==> images/wire_density.png <==
The bar under the picture is 20 µm long. The die is cut into 14 by 14 equal tiles; dark blue is low, red is high, scaled to the fullest tile. Values are wire area over tile area, all layers added.
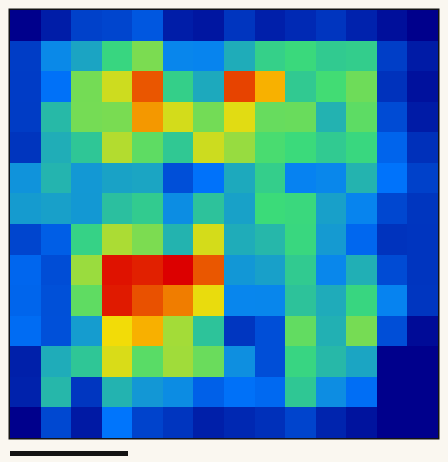
==> images/density.png <==
The bar under the picture is 20 µm long. The die is cut into 7 by 7 equal tiles; dark blue is low, red is high, 0 to 100% covered.
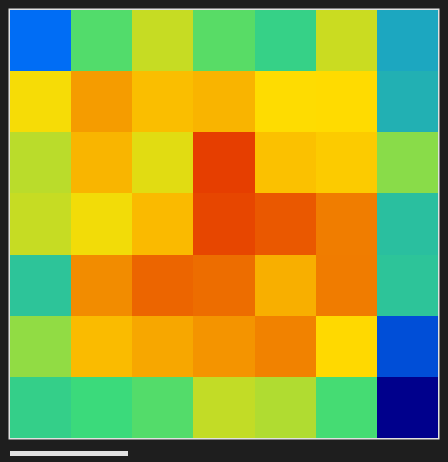
==> config.mk <==
export PLATFORM = sky130hd
export DESIGN_NAME = hazard_fwd_unit
export DESIGN_NICKNAME = d
export VERILOG_FILES = /design/src/rtl/hazard_fwd_unit.sv
export SDC_FILE = /design/constraint.sdc
export NUM_CORES = 1
export LEC_CHECK = 0
export ABC_AREA = 1
export CAP_MARGIN = 20
export CORE_UTILIZATION = 55
export DETAILED_ROUTE_END_ITERATION = 8
export PLACE_DENSITY_LB_ADDON = 0.15
export SLEW_MARGIN = 20
export SYNTH_ARGS = -nofsm -noshare
export SYNTH_HDL_FRONTEND = slang
export SYNTH_SLANG_ARGS = --single-unit
==> constraint.sdc <==
create_clock -name clk -period 2.52 [get_ports clk]
set_input_delay 0.504 -clock clk [delete_from_list [all_inputs] [get_ports clk]]
set_output_delay 0.504 -clock clk [all_outputs]
set_load 0.005 [all_outputs]
==> run summary <==
Synthesis and place-and-route results.

- The flow ran to the end, and the final reports show no timing, DRC or antenna violations.
- Counting tap cells, the placed design contains a total of around 530 instances.
- The final layout contains 493 nets.
- Per the STA report, the cell with the highest stage delay on the worst path is clkdlybuf4s50_1.
- Per the GRT congestion report, total overflow comes to 0.
- The worst hold slack after final layout is ~0.44 ns.
- The fraction of final layout cells with drive strength greater than 1 is between 10% and 20%.
- The instance count on the critical path is 5.
- The tree is rooted in a clkbuf_8.
- The fraction of the mapped netlist area in compound gates is under 10%.
- Per report_power, the top consumer among the power groups is registers.
- The number of stages on the worst hold path is 2.
- Static timing analysis puts the maximum clock frequency at between 0.4 and 0.5 GHz.
- The highest layer touched by signal routing is met4.
- The first-iteration detailed-routing DRC count is just under 200.
- Combinational cells consume a total of around 0.00017 W.
- The deepest clock path buffer count is 2.
- Across all setup checks in the final design, the least slack found is 0.07717 ns.
- The dominant synthesized flop cell is dfxtp_1.
- The fill cell total of the finished layout is around 390.
- The cts-stage hold buffer count is 0.
- Among logic cells in the layout, the one with the most instances is nand2_1.
- For reference, the critical path cell chain is or2_2, a22oi_1, nand4_1, nor3_1, clkdlybuf4s50_1.
- The category of the worst setup path capture point is a primary output.
- Per report_power, the sequential group accounts for between 50% and 60% of the total.
- The synthesis run identifies the leading combinational cell family as simple AND/OR/NAND/NOR gates.
- The HPWL after detailed placement is between 4000 and 5000 µm.
- The transition time recorded at the tightest slew-check pin is around 0.33 ns.
- The required time at the endpoint of the critical path is slightly above 2 ns.
- The initial antenna violation count came to 0.
- The average cell area after synthesis is around 6.7 µm².
- The final RePlAce weighted congestion is 0.9861.
- The signed area change from the synthesized netlist to the final layout is 29.99%.
- The sequential fraction of total cell area is 28.18%.
- By instance count after routing, the leading logic cell types are nand2_1 (95), inv_1 (64), nor2_1 (51), dfxtp_1 (44), clkdlybuf4s50_1 (32).
- The setup total negative slack is 0 ns.
- In this run the tools logged warnings totalling 26.
- The post-place instance area is between 3000 and 4000 µm².
- The width of the chip is around 72 µm.
- The switching power as a share of total power is 26.87%.
- On the final layout, the worst clock skew is 0.005376 ns.
- The overall chip area is 5248 µm².
- The global-route usage over all layers is between 20 and 30%.
- Setup violations remaining at the end of the flow were counted as 0.
- Pins over their slew limit in the final report were tallied at 0.
- IR analysis of the VDD net gives a maximum drop of roughly 0.00026 V.
- Ranked by total area, the top cell class in this layout is multi-input combinational cells.
- The average vias per placed instance is around 5.
- The depth of the worst register-to-register path is 9.
- The detailed-route wire length on metal 1 is about 3000 µm.
- The net switching power is around 0.00039 W.
- The clock transition at the register clock pins on the worst setup and hold paths after CTS is around 0.1 ns.
- The time the worst path needs with I/O delays and setup is roughly 2.4 ns.
- Per the layout area report, the combinational gate area comes to 1449 µm².
- After synthesis, the chip area reported by Yosys is between 2000 and 3000 µm².
- For reference, the top cells by area after synthesis are dfxtp_1 (36%), nand2_1 (13%), inv_1 (8.9%), xor2_1 (7.1%), nor2_1 (7.0%).
- Together, buffers and inverters on the worst path number 1.
- There are roughly 49 flip-flops and latches.
- Per the synthesis report, the dominant area consumer among library cells is dfxtp_1.
- The number of non-clock buffers in the layout is between 70 and 80.
- Looking at the clock tree report, the H-tree level count equals 2.
- The xor and xnor fraction of the mapped netlist area is approximately a tenth.
- After floorplanning, the core was divided into 25 placement rows.
- Global routing consumed, on the met3 layer, under 10% of the routing resources.
- At the placement stage, the worst setup path has a slack of -0.3104 ns.
- The number of enable flip-flop cells is 0.
- The number of I/O port buffers is between 40 and 50.
- Post-route period utilization is reported as between 90% and 100%.
- The final layout report lists a clock buffer count of 5.
- In the detailed route, the total length drawn on met3 is around 410 µm.
- The delay of the slowest cell on the worst path is between 0.5 and 0.6 ns.
- Multi-input logic gates represent a cell area share of slightly above 40%.
- In this run the worst path has a maximum fanout of 4.
- The cell count after synthesis came out at 406.
- The setup path with the least slack is of type reg -> out.
- The share of synthesized registers carrying an async set or reset is 0%.
- The number of clock sinks seen by CTS is just under 50.
- The fraction of the mapped netlist area in adder cells is less than 1%.
- The number of nets still failing antenna checks after routing is 0.
- Setup slack on the worst reg-to-reg path comes out at approximately 0.38 ns.
- The launching element type of the critical path is a flip-flop.
- The final design was reported to hold multi-input combinational gates totalling around 270.
- The total CTS buffers is 5.
- Yosys instantiated no cell more often than nand2_1.
- Measured along the y axis, the die boundary spans a little over 70 µm.
- After synthesis the netlist holds a flip-flop and latch count of ~49.
- Per the Yosys statistics, synthesis produced between 400 and 500 cells.
- The post-CTS repair timing setup buffer count is 1.
- Ranked by instance count, the synthesized netlist is headed by nand2_1 (97), inv_1 (65), nor2_1 (51), dfxtp_1 (49), xor2_1 (22).
- The count of inverters not on the clock network in the layout is 72.
- Dividing total power by cell area gives a power density of 413.4 nW/µm².
- The global-route track usage on met1 is about two fifths.
- After detailed routing, the number of remaining DRC violations is 0.
- The repair_antennas step left the layout with diodes totalling 0.
- After routing the design area is between 3000 and 4000 µm².
- The clock network consumes a total of slightly below 0.0005 W.
- The part of the Yosys area used for sequential elements is a little over a third.
- The register with the most flip-flops in the layout has 16 of them.
- The number of resized instances in the post-cts repair step is 22.
- The first detailed-routing pass ran for 4 iterations.
- The count of yosys warnings during synthesis is 0.
- The routed wire length is 6651 µm.
- approximately 47 I/O pins were placed.
- The total internal power is around 0.0011 W.
- The hold violation total from the final report is 0.
- Per the synthesis report, the number of distinct cell types is 31.
- Of the total power, combinational logic draws ~12%.
- Summing the areas of all and, or, nand and nor instances in the mapped netlist gives approximately a third of the synthesized area.
- The sequential cells in the finished layout cover a total of between 900 and 1000 µm².
- Total power for the finished layout comes to around 0.0015 W.
- In this run the cell area of the synthesized design comes to ~2700 µm².
- The global-route track usage on met2 is between 40 and 50%.
- Looking at the global route congestion table, the highest-usage layer is met2.
- The data arrival time of the critical path is 1.94 ns.
- The power dissipated in sequential cells is slightly above 0.0008 W.
- The flow inserted between 60 and 70 tap cells.
- The leakage dissipation is approximately 1.8 nW.
- The portion of netlist area occupied by mux cells is 0%.
- The worst relative slew slack is 77.73%.
- The worst min-delay path category is reg -> reg.
- The share of total power dissipated in the clock network is approximately 33%.
- Setup repair after global routing left no endpoint under its margin.
- The first global-routing pass estimated ~11,000 µm of wire.
- The largest net degree at the start of global routing is 20.
Notes on wire_density.png above:
mean over tiles	0.20
nearly empty tiles	4.6%
fullest tile	0.59
emptiest ninth of the die	south-east
tiles over half the peak	22%
vias post-DR: 2,678
WL per Instance: 12.39 µm

Notes on density.png above:
densest ninth of the die	center
fullest tile	93%
tiles over 75% full	45%
mean over tiles	66%
nearly empty tiles	2.0%
core utilization of the finished layout: 74.61%
placeable core region: 4755 µm²
floorplan-stage core utilization: 57.39%

Power is estimated from default activity; no workload was simulated.
